File: config.mk
export PLATFORM = sky130hd
export DESIGN_NAME = rx_ctrl
export DESIGN_NICKNAME = d
export VERILOG_FILES = /design/src/rtl/rx_ctrl_pkg.sv /design/src/rtl/rx_ctrl_sync.sv /design/src/rtl/rx_ctrl.sv
export SDC_FILE = /design/constraint.sdc
export NUM_CORES = 1
export LEC_CHECK = 0
export ABC_CLOCK_PERIOD_IN_PS = 4000
export CORE_AREA = 2 2 39 41
export CTS_CLUSTER_SIZE = 14
export DETAILED_ROUTE_END_ITERATION = 6
export DIE_AREA = 0 0 41 43
export PLACE_DENSITY_LB_ADDON = 0.15
export SLEW_MARGIN = 20
export SYNTH_ARGS = -nofsm -noshare
export SYNTH_HDL_FRONTEND = slang
export SYNTH_SLANG_ARGS = --single-unit
File: constraint.sdc
create_clock -name CLK -period 4 [get_ports CLK]
set_clock_uncertainty 0.1 [all_clocks]
set_input_delay 0.8 -clock CLK [delete_from_list [all_inputs] [get_ports CLK]]
set_output_delay 0.8 -clock CLK [all_outputs]
set_load 0.1 [all_outputs]
File: src/rtl/rx_ctrl_pkg.sv
// Shared types and default timing constants for the receiver power-up sequencer.
package rx_ctrl_pkg;

  typedef enum logic [1:0] {
    ST_IDLE   = 2'd0,
    ST_BIAS   = 2'd1,
    ST_SETTLE = 2'd2,
    ST_READY  = 2'd3
  } state_e;

  localparam int BIAS_CYCLES_DEF   = 40;
  localparam int SETTLE_CYCLES_DEF = 60;
  localparam int CNT_W_DEF         = 8;

endpackage

File: src/rtl/rx_ctrl_sync.sv
// Generic 2-flop synchroniser with asynchronous active-high reset to 0.
module rx_ctrl_sync #(
  parameter int WIDTH = 1
) (
  input  logic             clk_i,
  input  logic             rst_i,
  input  logic [WIDTH-1:0] d_i,
  output logic [WIDTH-1:0] q_o
);

  logic [WIDTH-1:0] meta_q;
  logic [WIDTH-1:0] sync_q;

  // NOTE: sequential state uses non-blocking assignments so both flops sample pre-edge values.
  always_ff @(posedge clk_i or posedge rst_i) begin
    if (rst_i) begin
      meta_q <= '0;
      sync_q <= '0;
    end else begin
      meta_q <= d_i;
      sync_q <= meta_q;
    end
  end

  assign q_o = sync_q;

endmodule

File: src/rtl/rx_ctrl.sv
// Receiver power-up sequencer: IDLE -> BIAS -> SETTLE -> READY, RDY_RX registered.
// Define RX_CTRL_SYNC_EN to pass PU_RX through a 2-flop synchroniser.
module rx_ctrl
  import rx_ctrl_pkg::*;
#(
  parameter int BIAS_CYCLES   = BIAS_CYCLES_DEF,
  parameter int SETTLE_CYCLES = SETTLE_CYCLES_DEF,
  parameter int CNT_W         = CNT_W_DEF
) (
  input  logic CLK,
  input  logic RST,
  input  logic PU_RX,
  output logic RDY_RX
);

  localparam logic [CNT_W-1:0] BIAS_TC   = CNT_W'(BIAS_CYCLES - 1);
  localparam logic [CNT_W-1:0] SETTLE_TC = CNT_W'(SETTLE_CYCLES - 1);

  logic pu_s;

`ifdef RX_CTRL_SYNC_EN
  rx_ctrl_sync #(.WIDTH(1)) u_sync (
    .clk_i (CLK),
    .rst_i (RST),
    .d_i   (PU_RX),
    .q_o   (pu_s)
  );
`else
  assign pu_s = PU_RX;
`endif

  state_e           state_q, state_d;
  logic [CNT_W-1:0] cnt_q, cnt_d;
  logic             rdy_q;

  // NOTE: every always_comb output gets a default first, so no path can infer a latch.
  always_comb begin
    state_d = state_q;
    cnt_d   = '0;
    // A dropped request wins over any terminal-count transition.
    if (!pu_s) begin
      state_d = ST_IDLE;
    end else begin
      case (state_q)
        ST_IDLE:   state_d = ST_BIAS;
        ST_BIAS:   if (cnt_q == BIAS_TC) state_d = ST_SETTLE;
                   else cnt_d = cnt_q + CNT_W'(1);
        ST_SETTLE: if (cnt_q == SETTLE_TC) state_d = ST_READY;
                   else cnt_d = cnt_q + CNT_W'(1);
        ST_READY:  state_d = ST_READY;
        default:   state_d = ST_IDLE;
      endcase
    end
  end

  always_ff @(posedge CLK or posedge RST) begin
    if (RST) begin
      state_q <= ST_IDLE;
      cnt_q   <= '0;
      rdy_q   <= 1'b0;
    end else begin
      state_q <= state_d;
      cnt_q   <= cnt_d;
      rdy_q   <= (state_d == ST_READY);
    end
  end

  assign RDY_RX = rdy_q;

endmodule

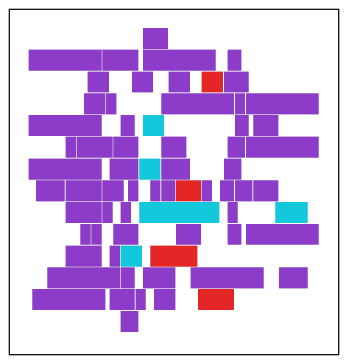
**Above:** run 1 (cell sizes after repair).
Scale: 8 px per micron.
color	size	cells	share
purple	_0 and _1 cells	60	87%
cyan	_3 and _4 cells	5	7.2%
red	_2 cells	4	5.8%
Repair and plain buffers: 3
final std cell area, no fill: 748.2 sq um
area overhead of the layout relative to synthesis: 9.725%

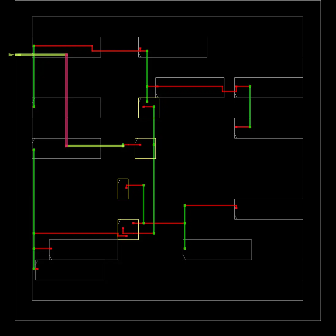
**Above:** run 1 (clock nets).
number of sequential cells: 11
cts bufs inserted: 3

==> ds_physical_params.txt, run 1 <==
Physical implementation characteristics

Parameter                              Value

Run status
  Status .................. finished, final reports clean

Final layout
  Utilization after layout .................. 54.07%
  Register fraction of the total cell area .................. between 30% and 40%
  Number of fill cells .................. roughly 130
  Most frequent logic cells in the routed design .................. sky130_fd_sc_hd__dfrtp_1 (11), sky130_fd_sc_hd__inv_1 (7), sky130_fd_sc_hd__a211oi_1 (5), sky130_fd_sc_hd__ha_1 (5)
  Post-layout nets .................. 78
  Top logic cell by instance count in the layout .................. sky130_fd_sc_hd__dfrtp_1
  Combinational gate count .................. 44

STA
  Final hold viol count .................. 0
  Final count of negative-setup-slack endpoints .................. 0
  Pins over their slew limit .................. 0
  Worst Hold Margin .................. 0.3719 ns
  Tmin final .................. about 2.6 ns
  Maximum clock frequency .................. around 0.38 GHz
  Final Cycle Share .................. approximately 65%
  Slew margin rel. .................. 35.96%

Route
  Number of antenna-violating nets in the routed design .................. 0
  DRC marker count from the first detailed-route iteration .................. 13
  Routed wire length .................. between 1000 and 1500 microns
  Per-cell via count in the routed design .................. 6.071
  Routed wire length per instance .................. 15.60 microns

Floorplan
  Core area .................. 0.001384 sq mm
  Vert. Die Dim .................. 43 microns

Yosys
  Area of the synthesized netlist per yosys stat .................. about 680 sq um
  Synth cell types .................. 28
  Share of flip-flops with an asynchronous set or reset after synthesis .................. 100.0%
  Cell total in the yosys stat output .................. 64
  Total standard cell area after synthesis .................. around 680 sq um
  Largest area contributor in the synthesized netlist .................. sky130_fd_sc_hd__dfrtp_1

Clocking
  Clock edge transition at the registers on the reported setup and hold paths .................. roughly 0.070 ns
  Number of H-tree levels .................. 1

Worst setup path
  Standard cell with the maximum stage delay on the critical path .................. sky130_fd_sc_hd__clkdlybuf4s50_1
  Crit path max fanout .................. 1
  Critical path's largest stage delay .................. 1.12 ns
  Ordered list of cells on the worst path .................. clkdlybuf4s50_1
  Required arrival time at the worst endpoint .................. roughly 3.1 ns

Hold path
  Startpoint of the tightest hold check path .................. cnt_q[0]$_DFF_PP0_
  Worst min-delay path category .................. flop to flop
  Worst hold stages .................. 1

Placed design
  Number of placed instances, taps included .................. 81
  Half-perimeter wire length after placement .................. 970.6 microns

Pwr
  Total Power Consumption .................. 207.4 uW

Global routing
  Overall global routing resource usage .................. between 20% and 30%

Flow run
  Number of warnings in the stage logs .................. 29
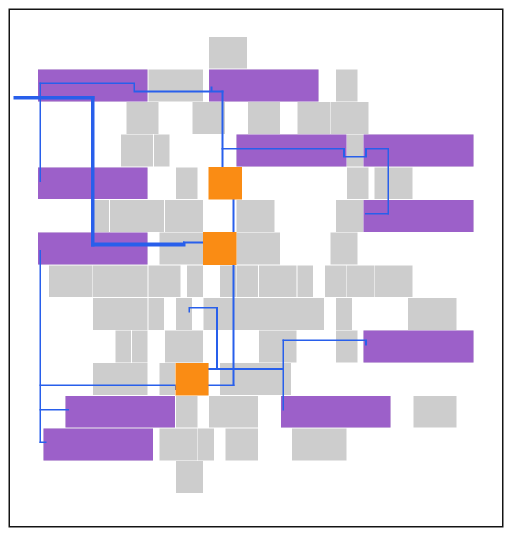
**Above:** run 1 (routed clock nets over the placement).
Scale: 12 px per micron.
[blue] clock wires | length: 165 microns
[orange] clock drivers | count: 3
[purple] flip-flops | count: 11
flops lie	spread over the die
routed clock nets	4
clk ins delay skew pair: 0.26 ns
Power Clock: 75.5 uW

==> run 1: report_power, final <==
part           internal (mW)  total [mW]  switching, mW
Clock                 0.0385      0.0755         0.0370
Sequential             0.112       0.114        0.00132
Combinational        0.00752      0.0183         0.0108
Total                  0.158       0.207         0.0491
==> run 1: worst reg2reg max path, cell delays in order (launching register included) <==
cell and delay (ns):
sky130_fd_sc_hd__dfrtp_1 0.45, sky130_fd_sc_hd__or3b_4 0.45, sky130_fd_sc_hd__o41ai_4 0.50, sky130_fd_sc_hd__a221oi_1 0.18
==> run 1: flip-flops by register name, summed over array words and instances, names as in the netlist <==
signal	count
cnt_q	8
state_q	2
RDY_RX	1
==> run 1: how the worst max path moves through the flow <==
stage / start / end / cells past startpoint
6_report: RDY_RX$_DFF_PP0_ / RDY_RX / 1
5_1_grt: RDY_RX$_DFF_PP0_ / RDY_RX / 1
4_1_cts: RDY_RX$_DFF_PP0_ / RDY_RX / 1
3_5_place_dp: RDY_RX$_DFF_PP0_ / RDY_RX / 1
3_3_place_gp: RDY_RX$_DFF_PP0_ / RDY_RX / 1
2_1_floorplan: RDY_RX$_DFF_PP0_ / RDY_RX / 0
==> run 1: cell families after synthesis <==
group                      after synthesis  share of synthesized area (%)
AOI/OAI and AO/OA                       20                          27.71
xor gates and xnor gates                 3                          3.854
adders and majority gates                5                          9.174
buffers and inverters                    9                          5.322
DFF                                     11                          40.37
and+or+nand+nor                         16                          13.58
==> run 1: metal layers <==
metal	vias to the layer above	GRT usage, %
li1	255	-
met1	244	30.64
met2	15	29.38
met3	2	3.141
met4	0	10.00
met5	-	0
**Run 1: wiring by layer**

Scale: 6 px per micron. Two of the layers only.
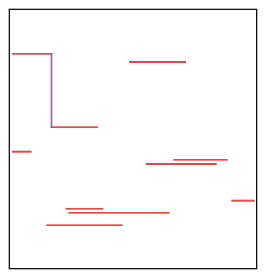

==> run 2: changes to the inputs <==
ABC_CLOCK_PERIOD_IN_PS = 2550   (was 4000)
clock period = 2.55 ns   (was 4 ns; I/O delays follow)
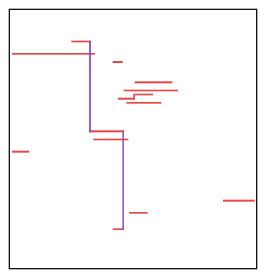
**Above:** run 2 (wiring by layer).
Scale: 6 px per micron. Two of the layers only.
color	layer	wire length
purple	metal 4	31.3 microns
red	metal 3	67.3 microns
routed wire length per instance: 15.66 microns
via count: 535
overall global routing resource usage: 20.94%
routed wire length: 1331 microns

==> ds_physical_params.txt, run 2 <==
Physical implementation characteristics

Parameter                              Value

Run status
  Status .................. finished, final reports clean

Yosys
  Area of the synthesized netlist per yosys stat .................. 681.9 sq um (unchanged)
  Share of flip-flops with an asynchronous set or reset after synthesis .................. 100.0% (unchanged)
  Cell total in the yosys stat output .................. 64 (unchanged)
  Largest area contributor in the synthesized netlist .................. sky130_fd_sc_hd__dfrtp_1
  Synth cell types .................. 28 (unchanged)
  Total standard cell area after synthesis .................. 681.9 sq um (unchanged)

Final layout
  Combinational gate count .................. 44 (unchanged)
  Final std cell area, no fill .................. 745.7 sq um (-0.33%)
  Register containing the most flip-flops in the final layout .................. cnt_q
  Number of sequential cells .................. 11 (unchanged)
  Top logic cell by instance count in the layout .................. sky130_fd_sc_hd__dfrtp_1
  Post-layout nets .................. 78 (unchanged)
  Number of flip-flops under the largest register name .................. 8 (unchanged)
  Register fraction of the total cell area .................. 36.91% (+0.12 points)
  Most frequent logic cells in the routed design .................. sky130_fd_sc_hd__dfrtp_1 (11), sky130_fd_sc_hd__inv_1 (7), sky130_fd_sc_hd__a211oi_1 (5), sky130_fd_sc_hd__ha_1 (5)
  Utilization after layout .................. 53.89% (-0.18 points)
  Number of fill cells .................. 123 (-3.1%)

STA
  Maximum clock frequency .................. 0.5603 GHz
  Final count of negative-setup-slack endpoints .................. 0 (unchanged)
  Worst Hold Margin .................. 0.3722 ns (+0.0003170 ns)

Hold path
  Worst min-delay path category .................. flop to flop
  Startpoint of the tightest hold check path .................. cnt_q[0]$_DFF_PP0_

Route
  Number of antenna-violating nets in the routed design .................. 0 (unchanged)
  DRC marker count from the first detailed-route iteration .................. 19 (+6)

Floorplan
  Vert. Die Dim .................. 43 microns (unchanged)
  Core area .................. 0.001384 sq mm (unchanged)

Placed design
  Number of placed instances, taps included .................. 81 (unchanged)
  Half-perimeter wire length after placement .................. 970.4 microns (about the same)

Worst setup path
  Required arrival time at the worst endpoint .................. 2.59 ns (-0.51 ns)

Clocking
  Cts bufs inserted .................. 3 (unchanged)
  Number of H-tree levels .................. 1 (unchanged)

Flow run
  Number of warnings in the stage logs .................. 29 (unchanged)
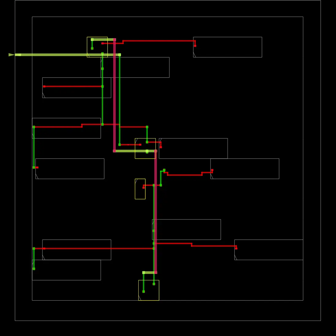
**Above:** run 2 (clock nets).
clock buffer instance count of the final layout: 4
Power Clock: 129 uW
clk ins delay skew pair: 0.28 ns

## run 2: cell counts after synthesis
No cell type changed its count.
## run 2: per-layer routing
metal / routed length, microns / GRT usage (%)
met1: 645 / 29.93
met2: 587 / 27.19
met3: 67 / 4.712
met4: 31 / 14.00
met5: 0 / 0
## run 2: how the worst max path moves through the flow
stage | slack, ns | startpoint | to
after floorplan | 0.94 | cnt_q[6]$_DFF_PP0_ | cnt_q[5]$_DFF_PP0_
after global placement | 0.82 | cnt_q[5]$_DFF_PP0_ | cnt_q[7]$_DFF_PP0_
after detailed placement | 0.81 | cnt_q[5]$_DFF_PP0_ | cnt_q[6]$_DFF_PP0_
after CTS | 0.79 | cnt_q[5]$_DFF_PP0_ | cnt_q[6]$_DFF_PP0_
after global routing | 0.66 | cnt_q[5]$_DFF_PP0_ | cnt_q[6]$_DFF_PP0_
final | 0.77 | cnt_q[5]$_DFF_PP0_ | cnt_q[5]$_DFF_PP0_
## run 2: cells by family after synthesis
family	Yosys count	share of synthesized area [%]
compound gates	20	27.71
xor+xnor	3	3.854
fa+ha+maj	5	9.174
buf+inv	9	5.322
flops	11	40.37
simple gates	16	13.58
## run 2: worst max-delay path, stage by stage (launching register included)
cell                       delay (ns)
sky130_fd_sc_hd__dfrtp_1         0.44
sky130_fd_sc_hd__or3b_4          0.44
sky130_fd_sc_hd__o41ai_4         0.48
sky130_fd_sc_hd__a221oi_1        0.17
## run 2: where the power goes
part / total [mW] / internal, mW / switching, mW
logic: 0.0288 / 0.0117 / 0.0172
registers: 0.178 / 0.176 / 0.00215
clock network: 0.129 / 0.0609 / 0.0683
Power and IR drop assume default switching activity.
